**src/rtl/pm_pkg.sv**
```systemverilog
// Shared types and derived-size helpers for the stream pattern matcher.
// NPOS is the number of pattern alignments that fit inside one frame.
package pm_pkg;

  typedef enum logic [1:0] {
    COLLECT = 2'd0,
    EVAL    = 2'd1,
    REPORT  = 2'd2
  } state_t;

  function automatic int npos_f(input int win_w, input int pat_w);
    return win_w - pat_w + 1;
  endfunction

  function automatic int cnt_w_f(input int win_w, input int pat_w);
    return $clog2(npos_f(win_w, pat_w) + 1);
  endfunction

  // A single alignment still needs a 1-bit position field.
  function automatic int pos_w_f(input int win_w, input int pat_w);
    int n;
    n = npos_f(win_w, pat_w);
    return (n > 1) ? $clog2(n) : 1;
  endfunction

endpackage

```
**src/rtl/pm_window_compare.sv**
```systemverilog
// Combinational compare of a full frame against the pattern at every alignment,
// with hit count in overlapping or greedy non-overlapping mode.
module pm_window_compare
  import pm_pkg::*;
#(
  parameter int  WIN_W = 8,
  parameter int  PAT_W = 4,
  localparam int NPOS  = npos_f(WIN_W, PAT_W),
  localparam int CNT_W = cnt_w_f(WIN_W, PAT_W),
  localparam int POS_W = pos_w_f(WIN_W, PAT_W)
) (
  input  logic [WIN_W-1:0] window,
  input  logic [PAT_W-1:0] pattern,
  input  logic             overlap_en,
  output logic [NPOS-1:0]  hits,
  output logic             any_hit,
  output logic [CNT_W-1:0] hit_count,
  output logic [POS_W-1:0] first_pos
);

  genvar gi;
  generate
    for (gi = 0; gi < NPOS; gi++) begin : g_pos
      assign hits[gi] = (window[gi+PAT_W-1 -: PAT_W] == pattern);
    end
  endgenerate

  assign any_hit = |hits;

  logic [CNT_W-1:0] pop_count;
  logic [CNT_W-1:0] greedy_count;
  int               skip;

  // Ascending scan leaves first_pos at the highest hit; the descending scan
  // claims a hit and then blanks the PAT_W-1 positions it overlaps.
  always_comb begin
    pop_count    = '0;
    greedy_count = '0;
    first_pos    = '0;
    skip         = 0;
    for (int i = 0; i < NPOS; i++) begin
      if (hits[i]) begin
        pop_count = pop_count + CNT_W'(1);
        first_pos = POS_W'(i);
      end
    end
    for (int i = NPOS - 1; i >= 0; i--) begin
      if (skip > 0) begin
        skip = skip - 1;
      end else if (hits[i]) begin
        greedy_count = greedy_count + CNT_W'(1);
        skip         = PAT_W - 1;
      end
    end
  end

  assign hit_count = overlap_en ? pop_count : greedy_count;

endmodule

```
**src/rtl/stream_pattern_matcher.sv**
```systemverilog
// Serial frame collector with a loadable pattern, a per-bit match pulse and
// a valid/ready result port carrying per-alignment hit information.
module stream_pattern_matcher
  import pm_pkg::*;
#(
  parameter int  WIN_W = 8,
  parameter int  PAT_W = 4,
  localparam int NPOS  = npos_f(WIN_W, PAT_W),
  localparam int CNT_W = cnt_w_f(WIN_W, PAT_W),
  localparam int POS_W = pos_w_f(WIN_W, PAT_W)
) (
  input  logic             clk,
  input  logic             rst_n,
  input  logic             flush,
  input  logic             pat_load,
  input  logic [PAT_W-1:0] pat_in,
  output logic             load_err,
  input  logic             overlap_en,
  input  logic             in_valid,
  input  logic             in_bit,
  output logic             in_ready,
  output logic             match_pulse,
  output logic             out_valid,
  input  logic             out_ready,
  output logic [NPOS-1:0]  hits,
  output logic             any_hit,
  output logic [CNT_W-1:0] hit_count,
  output logic [POS_W-1:0] first_pos
);

  localparam int                BCNT_W    = $clog2(WIN_W + 1);
  localparam logic [BCNT_W-1:0] LAST_BIT  = BCNT_W'(WIN_W - 1);
  localparam logic [BCNT_W-1:0] MATCH_MIN = BCNT_W'(PAT_W - 1);

  state_t             state_reg, state_next;
  logic [BCNT_W-1:0]  cnt_reg, cnt_next;
  logic [WIN_W-1:0]   window_reg, window_next, window_shift;
  logic [PAT_W-1:0]   pattern_reg, pattern_next, pattern_eff;
  logic               match_pulse_reg, match_pulse_next;
  logic               load_err_reg, load_err_next;
  logic               out_valid_reg, out_valid_next;
  logic [NPOS-1:0]    hits_reg, hits_next;
  logic               any_hit_reg, any_hit_next;
  logic [CNT_W-1:0]   hit_count_reg, hit_count_next;
  logic [POS_W-1:0]   first_pos_reg, first_pos_next;

  logic [NPOS-1:0]    cmp_hits;
  logic               cmp_any;
  logic [CNT_W-1:0]   cmp_count;
  logic [POS_W-1:0]   cmp_pos;
  logic               accept;
  logic               load_ok;

  generate
    if (WIN_W == 1) begin : g_shift_one
      assign window_shift = in_bit;
    end else begin : g_shift_many
      assign window_shift = {window_reg[WIN_W-2:0], in_bit};
    end
  endgenerate

  assign in_ready = (state_reg == COLLECT);
  assign accept   = in_valid & in_ready & ~flush;
  assign load_ok  = pat_load & ~flush & (state_reg == COLLECT) & (cnt_reg == '0);
  // A load taken alongside the first bit must already govern that bit's compare.
  assign pattern_eff = load_ok ? pat_in : pattern_reg;

  pm_window_compare #(
    .WIN_W(WIN_W),
    .PAT_W(PAT_W)
  ) u_compare (
    .window    (window_reg),
    .pattern   (pattern_reg),
    .overlap_en(overlap_en),
    .hits      (cmp_hits),
    .any_hit   (cmp_any),
    .hit_count (cmp_count),
    .first_pos (cmp_pos)
  );

  always_comb begin
    state_next       = state_reg;
    cnt_next         = cnt_reg;
    window_next      = window_reg;
    pattern_next     = pattern_eff;
    match_pulse_next = 1'b0;
    load_err_next    = pat_load & ~flush & ~load_ok;
    out_valid_next   = out_valid_reg;
    hits_next        = hits_reg;
    any_hit_next     = any_hit_reg;
    hit_count_next   = hit_count_reg;
    first_pos_next   = first_pos_reg;

    if (flush) begin
      state_next     = COLLECT;
      cnt_next       = '0;
      window_next    = '0;
      out_valid_next = 1'b0;
    end else begin
      case (state_reg)
        COLLECT: begin
          if (accept) begin
            window_next      = window_shift;
            match_pulse_next = (cnt_reg >= MATCH_MIN) &&
                               (window_shift[PAT_W-1:0] == pattern_eff);
            if (cnt_reg == LAST_BIT) begin
              cnt_next   = '0;
              state_next = EVAL;
            end else begin
              cnt_next = cnt_reg + BCNT_W'(1);
            end
          end
        end
        EVAL: begin
          hits_next      = cmp_hits;
          any_hit_next   = cmp_any;
          hit_count_next = cmp_count;
          first_pos_next = cmp_pos;
          out_valid_next = 1'b1;
          state_next     = REPORT;
        end
        REPORT: begin
          if (out_ready) begin
            out_valid_next = 1'b0;
            state_next     = COLLECT;
          end
        end
        default: state_next = COLLECT;
      endcase
    end
  end

  always_ff @(posedge clk or negedge rst_n) begin
    if (!rst_n) begin
      state_reg       <= COLLECT;
      cnt_reg         <= '0;
      window_reg      <= '0;
      pattern_reg     <= '0;
      match_pulse_reg <= 1'b0;
      load_err_reg    <= 1'b0;
      out_valid_reg   <= 1'b0;
      hits_reg        <= '0;
      any_hit_reg     <= 1'b0;
      hit_count_reg   <= '0;
      first_pos_reg   <= '0;
    end else begin
      state_reg       <= state_next;
      cnt_reg         <= cnt_next;
      window_reg      <= window_next;
      pattern_reg     <= pattern_next;
      match_pulse_reg <= match_pulse_next;
      load_err_reg    <= load_err_next;
      out_valid_reg   <= out_valid_next;
      hits_reg        <= hits_next;
      any_hit_reg     <= any_hit_next;
      hit_count_reg   <= hit_count_next;
      first_pos_reg   <= first_pos_next;
    end
  end

  assign match_pulse = match_pulse_reg;
  assign load_err    = load_err_reg;
  assign out_valid   = out_valid_reg;
  assign hits        = hits_reg;
  assign any_hit     = any_hit_reg;
  assign hit_count   = hit_count_reg;
  assign first_pos   = first_pos_reg;

endmodule

```
**config.mk**
```make
export PLATFORM = sky130hd
export DESIGN_NAME = stream_pattern_matcher
export DESIGN_NICKNAME = d
export VERILOG_FILES = /design/src/rtl/pm_pkg.sv /design/src/rtl/pm_window_compare.sv /design/src/rtl/stream_pattern_matcher.sv
export SDC_FILE = /design/constraint.sdc
export NUM_CORES = 1
export LEC_CHECK = 0
export ABC_AREA = 0
export CORE_MARGIN = 4
export CORE_UTILIZATION = 40
export CTS_CLUSTER_SIZE = 28
export DETAILED_ROUTE_END_ITERATION = 6
export PLACE_DENSITY = 0.6
export REMOVE_ABC_BUFFERS = 1
export SLEW_MARGIN = 20
export SYNTH_ARGS = -nofsm -noshare
export SYNTH_HDL_FRONTEND = slang
export SYNTH_HIERARCHICAL = 1
export SYNTH_SLANG_ARGS = --single-unit
```
**constraint.sdc**
```tcl
create_clock -name clk -period 10 [get_ports clk]
set_clock_uncertainty 0.2 [all_clocks]
set_input_delay 2.5 -clock clk [delete_from_list [all_inputs] [get_ports clk]]
set_output_delay 2.5 -clock clk [all_outputs]
set_load 0.01 [all_outputs]
```
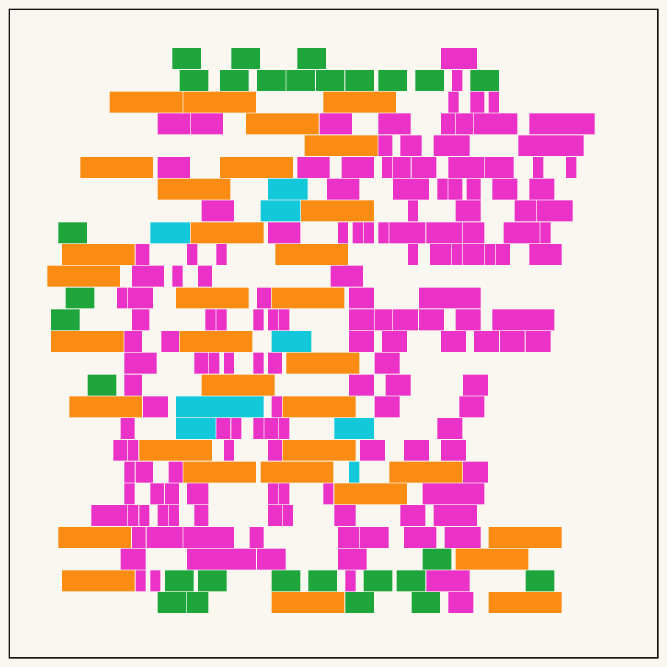
Figure 1: run 1, placed cells, one colour a class.
Scale: 8 px per um.
other buffers and delay cells: drawn in green, cells 28, share of their area 11%. flops: drawn in orange, cells 33, share of their area 34%. clock drivers and dummy loads: drawn in cyan, cells 8, share of their area 4.8%. combinational and other logic: drawn in magenta, cells 157, share of their area 50%.

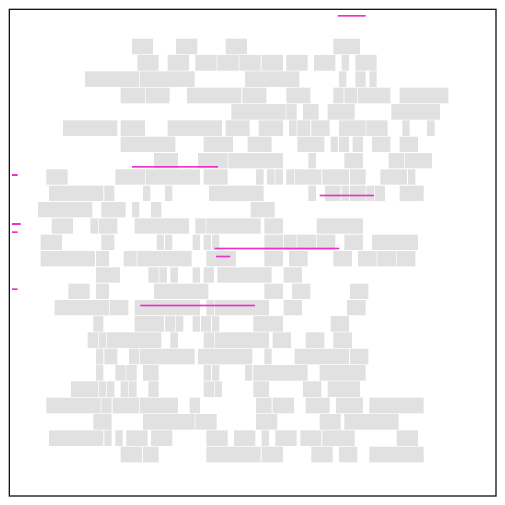
Figure 2: run 1, met3 routing.
Scale: 6 px per um.
The longest straight run is 20.5 um. The wires run mostly horizontal. The layer carries 71.8 um of wire.

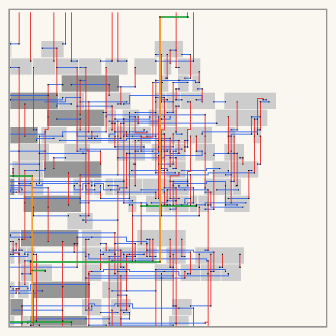
Figure 3: run 1, zoomed window.
Window x 31 to 81, y 31 to 81 um. Cells in grey, sequential cells in the stronger grey; small squares are vias.
metal 1: drawn in blue. metal 3: drawn in green. metal 2: drawn in red. metal 4: drawn in orange.
Netlist names of flops here include window_reg (3), hit_count (2), hits (2). 99 logic cells have their middle in the window. Sequential cells in the window: 8. Most frequent: nand2_1 (10), xor2_1 (9), xnor2_1 (9).

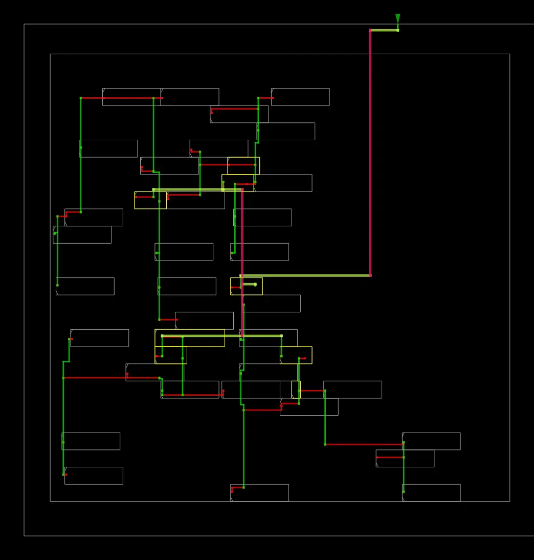
Figure 4: run 1, the clock network.
clock latency on the worst-skew pair: 280 ps
clock buffers created by TritonCTS: 5
CTS Sinks: 33
power in the clock group: 127 uW
number of flip-flops and latches: 33

==> flow_summary.html, run 1 <==
<p>Metrics extracted from the flow reports.</p>
<table>
<tr><th>Metric</th><th>Value</th></tr>
<tr><th colspan="2">Pwr</th></tr>
<tr><td>Leak Pwr</td><td>1.138 nW</td></tr>
<tr><th colspan="2">Final timing</th></tr>
<tr><td>Slew at the pin with the worst max-slew slack</td><td>922.8 ps</td></tr>
<tr><td>Final hold viol count</td><td>0</td></tr>
<tr><td>Remaining max-slew budget at the tightest pin</td><td>38.25%</td></tr>
<tr><td>RSZ-0062 raised after global routing</td><td>false</td></tr>
<tr><td>Setup violators final</td><td>0</td></tr>
<tr><td>Post-route worst setup slack</td><td>5401 ps</td></tr>
<tr><th colspan="2">Detailed routing</th></tr>
<tr><td>First-pass iteration count of the detailed router</td><td>4</td></tr>
<tr><td>Total via count in the routed design</td><td>1460</td></tr>
<tr><td>Total Wirelength</td><td>4006 um</td></tr>
<tr><td>Antenna Nets Post-Route</td><td>0</td></tr>
<tr><td>Iteration-0 DRC count of the detailed router</td><td>59</td></tr>
<tr><th colspan="2">Run status</th></tr>
<tr><td>Status</td><td>finished, final reports clean</td></tr>
<tr><th colspan="2">Synth</th></tr>
<tr><td>Leading cell type by number of instances after synthesis</td><td>sky130_fd_sc_hd__dfrtp_1</td></tr>
<tr><td>Leading post-synthesis cells by instance count</td><td>sky130_fd_sc_hd__dfrtp_1, sky130_fd_sc_hd__nand2_1, sky130_fd_sc_hd__xor2_1</td></tr>
<tr><td>Avg Inst Size Synth</td><td>10.47 um2</td></tr>
<tr><td>Basic-gate share of the synthesized area counting and, or, nand and nor cells</td><td>19.55%</td></tr>
<tr><td>Mux share</td><td>9.305%</td></tr>
<tr><td>Summed instance area of the synthesized netlist</td><td>0.002125 mm2</td></tr>
<tr><td>Fraction of the yosys area taken by sequential cells</td><td>38.87%</td></tr>
<tr><td>Chip area from the yosys synthesis statistics</td><td>0.002125 mm2</td></tr>
<tr><td>Largest area contributor in the netlist</td><td>sky130_fd_sc_hd__dfrtp_1</td></tr>
<tr><td>Synth Flop Type</td><td>sky130_fd_sc_hd__dfrtp_1</td></tr>
<tr><td>AND-OR/OR-AND Cells, Area Fraction</td><td>8.068%</td></tr>
<tr><td>Area share of the leading cell type in the synthesized netlist</td><td>38.87%</td></tr>
<tr><td>Number of distinct library cell variants in the gate-level netlist after synthesis</td><td>48</td></tr>
<tr><th colspan="2">Global route</th></tr>
<tr><td>Global-route wire length before repair</td><td>6989 um</td></tr>
<tr><td>Largest net degree at the start of global routing</td><td>34</td></tr>
<tr><td>Grt ovf</td><td>0</td></tr>
<tr><td>Antenna violations before repair</td><td>0</td></tr>
<tr><th colspan="2">Floorplan</th></tr>
<tr><td>Die width</td><td>80.88 um</td></tr>
<tr><td>Placement Rows</td><td>26</td></tr>
<tr><td>Die boundary height</td><td>80.88 um</td></tr>
<tr><td>I/O pin total</td><td>28</td></tr>
<tr><td>Initial cell density of the core</td><td>41.33%</td></tr>
<tr><th colspan="2">Layout</th></tr>
<tr><td>Count of filler cells inserted in the layout</td><td>500</td></tr>
<tr><td>Area overhead of the layout relative to synthesis</td><td>18.73%</td></tr>
<tr><td>Non-Filler Instances</td><td>296</td></tr>
<tr><td>Diode insertion count for antenna repair</td><td>0</td></tr>
<tr><td>Commonest cells after routing, fill and taps aside</td><td>sky130_fd_sc_hd__dfrtp_1, sky130_fd_sc_hd__clkdlybuf4s50_1, sky130_fd_sc_hd__nand2_1</td></tr>
<tr><th colspan="2">Critical path</th></tr>
<tr><td>Register-to-Register Path Depth</td><td>13</td></tr>
<tr><td>Source of the worst register-to-register timing path</td><td>pattern_reg[0]</td></tr>
<tr><td>Largest fanout on the critical path</td><td>19</td></tr>
<tr><td>Capturing element type of the critical path</td><td>flip-flop</td></tr>
<tr><td>Origin of the worst setup path</td><td>flush</td></tr>
<tr><th colspan="2">CTS</th></tr>
<tr><td>Cts-stage hold buffer count</td><td>0</td></tr>
<tr><td>Clock slew seen by the registers of the worst setup and hold paths</td><td>60 ps</td></tr>
<tr><td>Resized cells post-CTS</td><td>0</td></tr>
<tr><td>H-tree Lvls</td><td>2</td></tr>
<tr><td>Max Root-Sink Buffers</td><td>2</td></tr>
<tr><td>Count of buffers added by post-CTS timing repair for setup</td><td>0</td></tr>
<tr><th colspan="2">Placed design</th></tr>
<tr><td>DP Area</td><td>0.002406 mm2</td></tr>
<tr><td>Placed cell count</td><td>288</td></tr>
<tr><td>IO Port Bufs</td><td>27</td></tr>
<tr><td>DPL Wire Length</td><td>2930 um</td></tr>
<tr><td>Placement Setup Slack</td><td>5103 ps</td></tr>
<tr><th colspan="2">Flow run</th></tr>
<tr><td>Total number of warnings across the stage logs</td><td>28</td></tr>
</table>
[run 1: cell type report]
cell class	instances	area (um2)	share of cell area, %
Inverter	11	41.29	1.637
Tap cell	70	87.58	3.472
Multi-Input combinational cell	146	1174	46.53
Timing Repair Buffer	28	277.8	11.01
Clock buffer	7	86.33	3.423
Clock inverter	1	30.03	1.190
Sequential cell	33	825.8	32.74
[run 1: how the worst min path moves through the flow]
| stage | depth (start not counted) | slack [ps] | end | startpoint |
|---|---|---|---|---|
| finish | 1 | 310 | hits[0] | hits[0] |
| CTS | 1 | 310 | first_pos[2] | first_pos[2] |
| global route | 1 | 330 | any_hit | any_hit |
| global placement | 1 | 290 | hits[0] | hits[0] |
| detailed placement | 1 | 300 | hits[0] | hits[0] |
| floorplan | 2 | 310 | window_reg[7] | window_reg[7] |
[run 1: metal layers]
layer	share of wire, %	vias up	track usage [%]
met5	0	-	0
met4	1.5	0	4.561
met3	1.8	5	2.993
met2	48	13	22.50
met1	48	713	18.22
li1	-	729	-
[run 1: power by group]
| group | switching [mW] | total [mW] | internal (mW) |
|---|---|---|---|
| Sequential | 0.0127 | 0.153 | 0.140 |
| Combinational | 0.0532 | 0.101 | 0.0480 |
| Clock | 0.0461 | 0.127 | 0.0812 |
[run 1: cell families (layout without fill, tap and decap cells)]
logic type | after synthesis | count (layout)
other cells | 1 | 1
flops | 33 | 33
buf+inv | 24 | 47
fa+ha+maj | 9 | 9
mux | 17 | 17
compound gates | 26 | 26
xor+xnor | 28 | 28
simple gates | 65 | 65
[run 1: worst max-delay path, cell delays in order]
cell	delay, ps
sky130_fd_sc_hd__clkdlybuf4s50_1	760
sky130_fd_sc_hd__nor2_1	880
sky130_fd_sc_hd__mux2_2	420
==> run 1 -> run 2 <==
clock period = 4.3 ns   (was 10 ns; I/O delays follow)
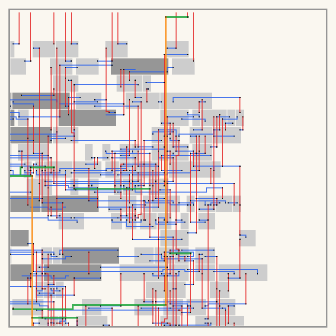
Figure 5: run 2, zoomed window.
Window x 31 to 81, y 31 to 81 um. Cells in grey, sequential cells in the stronger grey; small squares are vias.
metal 2: drawn in red. metal 1: drawn in blue. metal 3: drawn in green. metal 4: drawn in orange.
Most frequent: nand2_1 (11), xor2_1 (10). 100 logic cells have their middle in the window. Netlist names of flops here include hit_count (3), hits (2), window_reg (2). Sequential cells in the window: 8.

==> flow_summary.html, run 2 <==
<p>Metrics extracted from the flow reports.</p>
<table>
<tr><th>Metric</th><th>Value</th></tr>
<tr><th colspan="2">Detailed routing</th></tr>
<tr><td>Antenna Nets Post-Route</td><td>0</td></tr>
<tr><td>Iteration-0 DRC count of the detailed router</td><td>77</td></tr>
<tr><td>Number of remaining DRC errors</td><td>0</td></tr>
<tr><td>Total Wirelength</td><td>4018 um</td></tr>
<tr><td>Detailed-route wire length per cell</td><td>13.39 um</td></tr>
<tr><td>First-pass iteration count of the detailed router</td><td>4</td></tr>
<tr><td>Total via count in the routed design</td><td>1486</td></tr>
<tr><th colspan="2">Final timing</th></tr>
<tr><td>Final hold viol count</td><td>0</td></tr>
<tr><td>Setup violators final</td><td>0</td></tr>
<tr><td>RSZ-0062 raised after global routing</td><td>false</td></tr>
<tr><td>Final Cycle Share</td><td>91.52%</td></tr>
<tr><td>Post-route worst setup slack</td><td>364.5 ps</td></tr>
<tr><td>Max Freq</td><td>0.2541 GHz</td></tr>
<tr><th colspan="2">Synth</th></tr>
<tr><td>Leading post-synthesis cells by instance count</td><td>sky130_fd_sc_hd__dfrtp_1, sky130_fd_sc_hd__nand2_1, sky130_fd_sc_hd__xor2_1</td></tr>
<tr><td>Leading cell type by number of instances after synthesis</td><td>sky130_fd_sc_hd__dfrtp_1</td></tr>
<tr><td>Largest area contributor in the netlist</td><td>sky130_fd_sc_hd__dfrtp_1</td></tr>
<tr><td>Number of warnings printed during yosys synthesis</td><td>6</td></tr>
<tr><td>Avg Inst Size Synth</td><td>10.47 um2</td></tr>
<tr><td>Summed instance area of the synthesized netlist</td><td>0.002125 mm2</td></tr>
<tr><td>Synth Flop Type</td><td>sky130_fd_sc_hd__dfrtp_1</td></tr>
<tr><td>Area share of the leading cell type in the synthesized netlist</td><td>38.87%</td></tr>
<tr><td>Number of distinct library cell variants in the gate-level netlist after synthesis</td><td>48</td></tr>
<tr><td>Chip area from the yosys synthesis statistics</td><td>0.002125 mm2</td></tr>
<tr><td>Synth flops</td><td>33</td></tr>
<tr><td>Fraction of the yosys area taken by sequential cells</td><td>38.87%</td></tr>
<tr><td>Total cells reported by yosys after synthesis</td><td>203</td></tr>
<tr><th colspan="2">Layout</th></tr>
<tr><td>Net count, final</td><td>250</td></tr>
<tr><td>Share of cells above drive strength 1</td><td>17.39%</td></tr>
<tr><td>Largest register FFs</td><td>8</td></tr>
<tr><td>Highest-count logic cell in the final layout</td><td>sky130_fd_sc_hd__dfrtp_1</td></tr>
<tr><td>Diode insertion count for antenna repair</td><td>0</td></tr>
<tr><td>Area overhead of the layout relative to synthesis</td><td>18.73%</td></tr>
<tr><td>Commonest cells after routing, fill and taps aside</td><td>sky130_fd_sc_hd__dfrtp_1, sky130_fd_sc_hd__clkdlybuf4s50_1, sky130_fd_sc_hd__nand2_1</td></tr>
<tr><th colspan="2">Floorplan</th></tr>
<tr><td>Placeable core region</td><td>0.005140 mm2</td></tr>
<tr><td>Die boundary height</td><td>80.88 um</td></tr>
<tr><td>Total die size</td><td>0.006542 mm2</td></tr>
<tr><td>I/O pin total</td><td>28</td></tr>
<tr><td>Placement Rows</td><td>26</td></tr>
<tr><td>Initial cell density of the core</td><td>41.33%</td></tr>
<tr><td>Die width</td><td>80.88 um</td></tr>
<tr><th colspan="2">Critical path</th></tr>
<tr><td>Largest stage delay on the critical path</td><td>490 ps</td></tr>
<tr><td>CP Depth</td><td>13</td></tr>
<tr><td>R2r endpoint</td><td>hit_count[2]</td></tr>
<tr><td>Register-to-Register Path Depth</td><td>13</td></tr>
<tr><td>Largest fanout on the critical path</td><td>7</td></tr>
<tr><td>Delay-heaviest family, CP</td><td>XOR/XNOR gates</td></tr>
<tr><td>Capturing element type of the critical path</td><td>flip-flop</td></tr>
<tr><td>Worst path slowest cell</td><td>sky130_fd_sc_hd__dfrtp_1</td></tr>
<tr><td>Count of buffering cells on the critical path with inverters included</td><td>2</td></tr>
<tr><td>Critical Path, Cell by Cell</td><td>xor2_1 &gt; nor4_4 &gt; inv_1 &gt; ha_1 &gt; xnor2_1 &gt; inv_1 &gt; ha_1 &gt; mux2_2 &gt; ha_1 &gt; nand2_1 &gt; xnor3_1 &gt; a2bb2oi_2 &gt; mux2_2</td></tr>
<tr><td>Source of the worst register-to-register timing path</td><td>pattern_reg[0]</td></tr>
<tr><td>Crit start category</td><td>flip-flop</td></tr>
<tr><td>Setup slack, reg-to-reg</td><td>360 ps</td></tr>
<tr><td>Most used cell, CP</td><td>sky130_fd_sc_hd__ha_1</td></tr>
<tr><td>Origin of the worst setup path</td><td>pattern_reg[0]</td></tr>
<tr><td>Required time at the endpoint of the critical path</td><td>4270 ps</td></tr>
<tr><th colspan="2">CTS</th></tr>
<tr><td>Clock slew seen by the registers of the worst setup and hold paths</td><td>70 ps</td></tr>
<tr><td>Max Root-Sink Buffers</td><td>2</td></tr>
<tr><td>CTS Sinks</td><td>33</td></tr>
<tr><td>Cts-stage hold buffer count</td><td>0</td></tr>
<tr><td>TritonCTS clock tree</td><td>yes</td></tr>
<tr><td>Clock root buffer</td><td>sky130_fd_sc_hd__clkbuf_8</td></tr>
<tr><td>Count of buffers added by post-CTS timing repair for setup</td><td>0</td></tr>
<tr><td>Resized cells post-CTS</td><td>0</td></tr>
<tr><td>H-tree Lvls</td><td>2</td></tr>
<tr><td>Clock buffers created by TritonCTS</td><td>5</td></tr>
<tr><td>Clock latency on the worst-skew pair</td><td>280 ps</td></tr>
<tr><th colspan="2">Placed design</th></tr>
<tr><td>Placement Setup Slack</td><td>376.2 ps</td></tr>
<tr><td>IO Port Bufs</td><td>27</td></tr>
<tr><td>DP Area</td><td>0.002436 mm2</td></tr>
<tr><td>DPL Wire Length</td><td>2915 um</td></tr>
<tr><td>Placer Congestion</td><td>0.8107</td></tr>
<tr><th colspan="2">Pwr</th></tr>
<tr><td>Peak VDD IR</td><td>0.0002006 V</td></tr>
<tr><td>Power density relative to cell area</td><td>326.2 mW/mm2</td></tr>
<tr><td>Leak Pwr</td><td>1.145 nW</td></tr>
<tr><td>Total design power</td><td>822.8 uW</td></tr>
<tr><th colspan="2">Global route</th></tr>
<tr><td>Global-route wire length before repair</td><td>7210 um</td></tr>
<tr><td>Vias in the first global route</td><td>1531</td></tr>
<tr><td>Largest net degree at the start of global routing</td><td>34</td></tr>
<tr><td>Grt ovf</td><td>0</td></tr>
<tr><td>Antenna violations before repair</td><td>0</td></tr>
<tr><td>Global router's overall resource usage</td><td>14.18%</td></tr>
<tr><th colspan="2">Flow run</th></tr>
<tr><td>Total number of warnings across the stage logs</td><td>28</td></tr>
<tr><td>Max-cap check violation count</td><td>0</td></tr>
<tr><th colspan="2">Run status</th></tr>
<tr><td>Status</td><td>finished, final reports clean</td></tr>
</table>
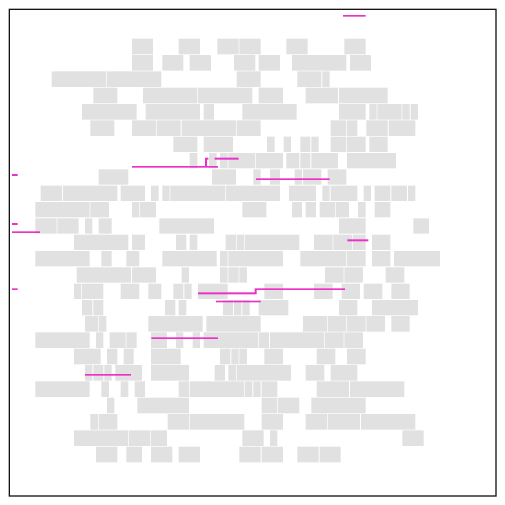
Figure 6: run 2, met3 routing.
Scale: 6 px per um.
The layer holds 2.4% of the routed length. The layer carries 94.5 um of wire. The longest straight run is 14.7 um.

-- run 2: worst min path at each step --
stage / from / to / slack, ps / cells past startpoint
after global placement: hits[1] / hits[1] / 280 / 1
after floorplan: window_reg[7] / window_reg[7] / 310 / 2
after detailed placement: hits[1] / hits[1] / 280 / 1
after CTS: hits[1] / hits[1] / 300 / 1
final: hits[1] / hits[1] / 300 / 1
after global routing: hits[1] / hits[1] / 330 / 1
-- run 2: routing by layer --
layer | vias to the layer above | track usage, % | wire length, um
li1 | 737 | - | -
met1 | 725 | 18.86 | 1921
met2 | 19 | 22.33 | 1927
met3 | 5 | 3.215 | 94
met4 | 0 | 5.574 | 74
met5 | - | 0 | 0
-- run 2: area by class of cell --
class / instances / area, um2
clock inverter: 3 / 17.52
tap: 70 / 87.58
timing repair buffer: 32 / 307.8
inverter: 11 / 41.29
clock buffer: 5 / 68.82
sequential: 33 / 825.8
fill: 494 / 2618
multi-input combinational: 146 / 1174
-- run 2: kinds of logic (layout without fill, tap and decap cells) --
family	count (synthesis)	after routing	synth area share, %
compound gates	26	26	8.069
xor+xnor	28	28	12.84
mux	17	17	9.305
flops	33	33	38.87
buf+inv	24	51	5.889
fa+ha+maj	9	9	5.300
other cells	1	1	0.1765
simple gates	65	65	19.55
-- run 2: stage by stage --
step	hold WS, ps	cells
floorplan	312.1	190
global placement	276.0	292
detailed placement	280.8	292
CTS	297.1	300
global route	331.7	300
finish	295.9	300
-- run 2: where the power goes --
group          switching [mW]  internal (mW)  total, mW
combinational           0.125          0.115      0.241
clock                   0.118          0.112      0.230
sequential             0.0277          0.325      0.353
==> run 2 -> run 3 <==
CORE_UTILIZATION = 52   (was 40)
PLACE_DENSITY = 0.75   (was 0.6)
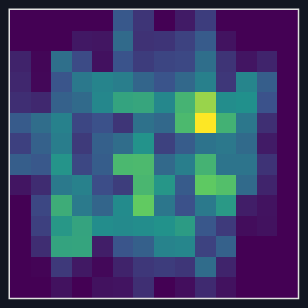
Figure 7: run 3, routed metal per tile.
Scale: 4 px per um. The die is cut into 14 by 14 equal tiles; dark purple is low, yellow is high, scaled to the fullest tile. Values are wire area over tile area, all layers added.
13% of the tiles are over half the peak. 23% of the tiles are nearly empty. The fullest tile reaches 0.50. The densest ninth of the die: centre. The mean over all tiles is 0.12.

==> flow_summary.html, run 3 <==
<p>Metrics extracted from the flow reports.</p>
<table>
<tr><th>Metric</th><th>Value</th></tr>
<tr><th colspan="2">Synth</th></tr>
<tr><td>Adder Area Share</td><td>5.300%</td></tr>
<tr><td>Area share of the leading cell type in the synthesized netlist</td><td>38.87%</td></tr>
<tr><td>Chip area from the yosys synthesis statistics</td><td>0.002125 mm2</td></tr>
<tr><td>Synth logic family</td><td>simple AND/OR/NAND/NOR gates</td></tr>
<tr><td>Leading post-synthesis cells by instance count</td><td>sky130_fd_sc_hd__dfrtp_1, sky130_fd_sc_hd__nand2_1, sky130_fd_sc_hd__xor2_1</td></tr>
<tr><td>Summed instance area of the synthesized netlist</td><td>0.002125 mm2</td></tr>
<tr><td>Basic-gate share of the synthesized area counting and, or, nand and nor cells</td><td>19.55%</td></tr>
<tr><td>Number of warnings printed during yosys synthesis</td><td>6</td></tr>
<tr><td>Total cells reported by yosys after synthesis</td><td>203</td></tr>
<tr><td>Leading cell type by number of instances after synthesis</td><td>sky130_fd_sc_hd__dfrtp_1</td></tr>
<tr><td>Number of distinct library cell variants in the gate-level netlist after synthesis</td><td>48</td></tr>
<tr><td>Avg Inst Size Synth</td><td>10.47 um2</td></tr>
<tr><td>Largest area contributor in the netlist</td><td>sky130_fd_sc_hd__dfrtp_1</td></tr>
<tr><td>Xor/xnor share of the synthesized area</td><td>12.84%</td></tr>
<tr><td>Synth Flop Type</td><td>sky130_fd_sc_hd__dfrtp_1</td></tr>
<tr><td>AND-OR/OR-AND Cells, Area Fraction</td><td>8.068%</td></tr>
<tr><th colspan="2">Critical path</th></tr>
<tr><td>Largest fanout on the critical path</td><td>7</td></tr>
<tr><td>Crit start category</td><td>flip-flop</td></tr>
<tr><td>Source of the worst register-to-register timing path</td><td>pattern_reg[0]</td></tr>
<tr><td>Setup slack, reg-to-reg</td><td>340 ps</td></tr>
<tr><td>R2r endpoint</td><td>hit_count[2]</td></tr>
<tr><td>Origin of the worst setup path</td><td>pattern_reg[0]</td></tr>
<tr><td>Register-to-Register Path Depth</td><td>13</td></tr>
<tr><th colspan="2">Placed design</th></tr>
<tr><td>DPL Wire Length</td><td>3056 um</td></tr>
<tr><td>Placement Setup Slack</td><td>341.8 ps</td></tr>
<tr><td>Placer Congestion</td><td>0.8694</td></tr>
<tr><td>DP Area</td><td>0.002401 mm2</td></tr>
<tr><td>IO Port Bufs</td><td>27</td></tr>
<tr><th colspan="2">CTS</th></tr>
<tr><td>H-tree Lvls</td><td>2</td></tr>
<tr><td>CTS Sinks</td><td>33</td></tr>
<tr><td>Cts-stage hold buffer count</td><td>0</td></tr>
<tr><td>Resized cells post-CTS</td><td>0</td></tr>
<tr><td>Max Root-Sink Buffers</td><td>2</td></tr>
<tr><td>Clock slew seen by the registers of the worst setup and hold paths</td><td>70 ps</td></tr>
<tr><td>Clock buffers created by TritonCTS</td><td>5</td></tr>
<tr><td>Clock root buffer</td><td>sky130_fd_sc_hd__clkbuf_8</td></tr>
<tr><th colspan="2">Floorplan</th></tr>
<tr><td>Placeable core region</td><td>0.003799 mm2</td></tr>
<tr><td>Placement Rows</td><td>22</td></tr>
<tr><td>Total die size</td><td>0.005172 mm2</td></tr>
<tr><td>Initial cell density of the core</td><td>55.93%</td></tr>
<tr><td>I/O pin total</td><td>28</td></tr>
<tr><th colspan="2">Final timing</th></tr>
<tr><td>Remaining max-slew budget at the tightest pin</td><td>54.14%</td></tr>
<tr><td>Final Cycle Share</td><td>92.20%</td></tr>
<tr><td>Post-route worst setup slack</td><td>335.6 ps</td></tr>
<tr><td>Setup violators final</td><td>0</td></tr>
<tr><td>Final worst hold slack</td><td>300.8 ps</td></tr>
<tr><td>Max Freq</td><td>0.2522 GHz</td></tr>
<tr><th colspan="2">Global route</th></tr>
<tr><td>Grt ovf</td><td>0</td></tr>
<tr><td>Largest net degree at the start of global routing</td><td>34</td></tr>
<tr><th colspan="2">Flow run</th></tr>
<tr><td>Total number of warnings across the stage logs</td><td>28</td></tr>
<tr><td>Max-cap check violation count</td><td>0</td></tr>
<tr><th colspan="2">Layout</th></tr>
<tr><td>Net count, final</td><td>249</td></tr>
<tr><td>Multi-input combinational cell area</td><td>0.001174 mm2</td></tr>
<tr><td>Diode insertion count for antenna repair</td><td>0</td></tr>
<tr><td>Area overhead of the layout relative to synthesis</td><td>19.32%</td></tr>
<tr><td>Share of cells above drive strength 1</td><td>17.03%</td></tr>
<tr><td>Register area</td><td>825.8 um2</td></tr>
<tr><td>Highest-count logic cell in the final layout</td><td>sky130_fd_sc_hd__dfrtp_1</td></tr>
<tr><td>Largest register FFs</td><td>8</td></tr>
<tr><td>Count of filler cells inserted in the layout</td><td>297</td></tr>
<tr><th colspan="2">Worst hold path</th></tr>
<tr><td>Worst hold stages</td><td>1</td></tr>
<tr><td>Endpoint of the worst hold-timing path</td><td>hits[1]</td></tr>
<tr><td>Worst Hold Launch</td><td>hits[1]</td></tr>
<tr><th colspan="2">Run status</th></tr>
<tr><td>Status</td><td>finished, final reports clean</td></tr>
<tr><th colspan="2">Detailed routing</th></tr>
<tr><td>Iteration-0 DRC count of the detailed router</td><td>169</td></tr>
<tr><td>Length of routed met2 wiring</td><td>2080 um</td></tr>
<tr><td>Detailed-route wire length per cell</td><td>14.68 um</td></tr>
<tr><td>WL met1</td><td>1808 um</td></tr>
<tr><td>Top layer in use</td><td>met4</td></tr>
<tr><th colspan="2">Pwr</th></tr>
<tr><td>Clock network power share</td><td>36.7%</td></tr>
<tr><td>Power dissipated by switching net loads</td><td>271.1 uW</td></tr>
<tr><td>Leak Pwr</td><td>1.164 nW</td></tr>
<tr><td>Sequential share of power</td><td>37.5%</td></tr>
<tr><td>Peak VDD IR</td><td>0.0002137 V</td></tr>
<tr><td>Total design power</td><td>940.7 uW</td></tr>
</table>
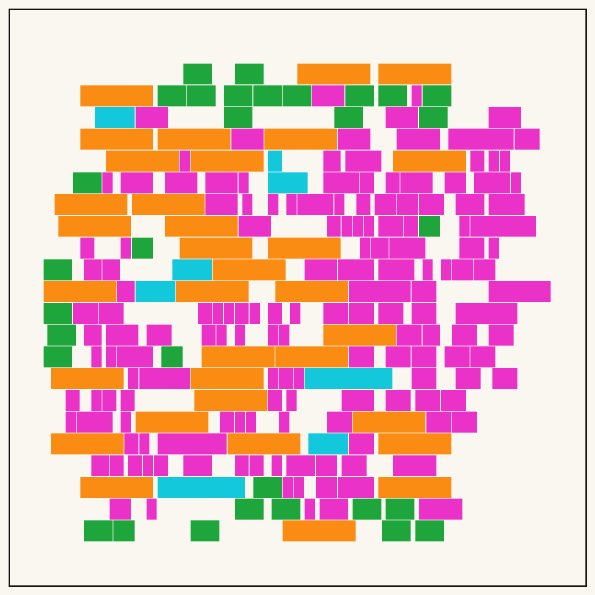
Figure 8: run 3, placed cells, one colour a class.
Scale: 8 px per um.
flops: drawn in orange, cells 33, share of their area 33%. other buffers and delay cells: drawn in green, cells 31, share of their area 12%. combinational and other logic: drawn in magenta, cells 157, share of their area 49%. clock drivers and dummy loads: drawn in cyan, cells 8, share of their area 5.4%.

==> run 3: netlist changes by cell type in the layout (fill, tap and decap cells not counted) <==
cell | before | now
sky130_fd_sc_hd__clkinv_2 | 2 | 1
sky130_fd_sc_hd__buf_4 | 5 | 4
sky130_fd_sc_hd__clkinvlp_4 | 1 | 0
sky130_fd_sc_hd__bufinv_16 | 0 | 2
==> run 3: power groups by stage <==
| stage | Sequential (mW) | Clock (mW) | Combinational [mW] |
|---|---|---|---|
| after floorplan | 0.355 | 0 | 0.176 |
| after global placement | 0.356 | 0 | 0.234 |
| after detailed placement | 0.359 | 0 | 0.242 |
| after CTS | 0.353 | 0.353 | 0.244 |
| final | 0.353 | 0.345 | 0.243 |
| after global routing | 0.356 | 0.365 | 0.270 |
==> run 3: cell type report <==
type / count / area share (%)
well taps: 48 / 2.369
clock inverters: 3 / 2.567
flip-flops and latches: 33 / 32.58
multi-input cells: 146 / 46.30
inverters: 11 / 1.629
repair buffers: 31 / 11.85
clock buffers: 5 / 2.715
==> run 3: layer usage <==
layer	vias up	global-route usage [%]
li1	740	-
met1	742	21.80
met2	34	29.90
met3	7	3.463
met4	0	5.637
met5	-	0
==> run 3: critical path: stages, from the launching register on <==
cell                        delay [ps]
sky130_fd_sc_hd__dfrtp_1           500
sky130_fd_sc_hd__xor2_1            230
sky130_fd_sc_hd__nor4_4            420
sky130_fd_sc_hd__inv_1             140
sky130_fd_sc_hd__ha_1              360
sky130_fd_sc_hd__xnor2_1           330
sky130_fd_sc_hd__inv_1              80
sky130_fd_sc_hd__ha_1              300
sky130_fd_sc_hd__mux2_2            270
sky130_fd_sc_hd__ha_1              190
sky130_fd_sc_hd__nand2_1            60
sky130_fd_sc_hd__xnor3_1           390
sky130_fd_sc_hd__a2bb2oi_2         130
sky130_fd_sc_hd__mux2_2            260

==> screenshots <==
I/O pins on the die edge.
Scale: 4 px per um. Pins as bars across the die edge, other pins in grey.
picture 1
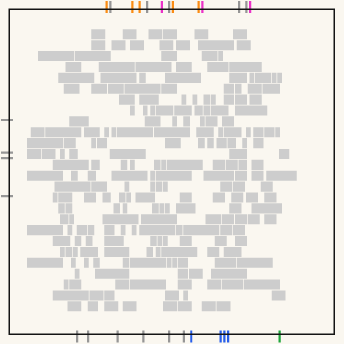
picture 2
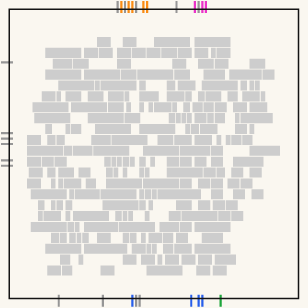
Of these, largest die: picture 1
picture 2: run 3
picture 1: run 2

Key to picture 2:
hits: drawn in orange, pins 5, direction output, edge north. pat_in: drawn in blue, pins 4, direction input, edge south. hit_count: drawn in magenta, pins 3, direction output, edge north. match_pulse: drawn in green, pins 1, direction output, edge south.
All pins by edge: 13 north, 9 south, 6 west.

Power and IR drop assume default switching activity.
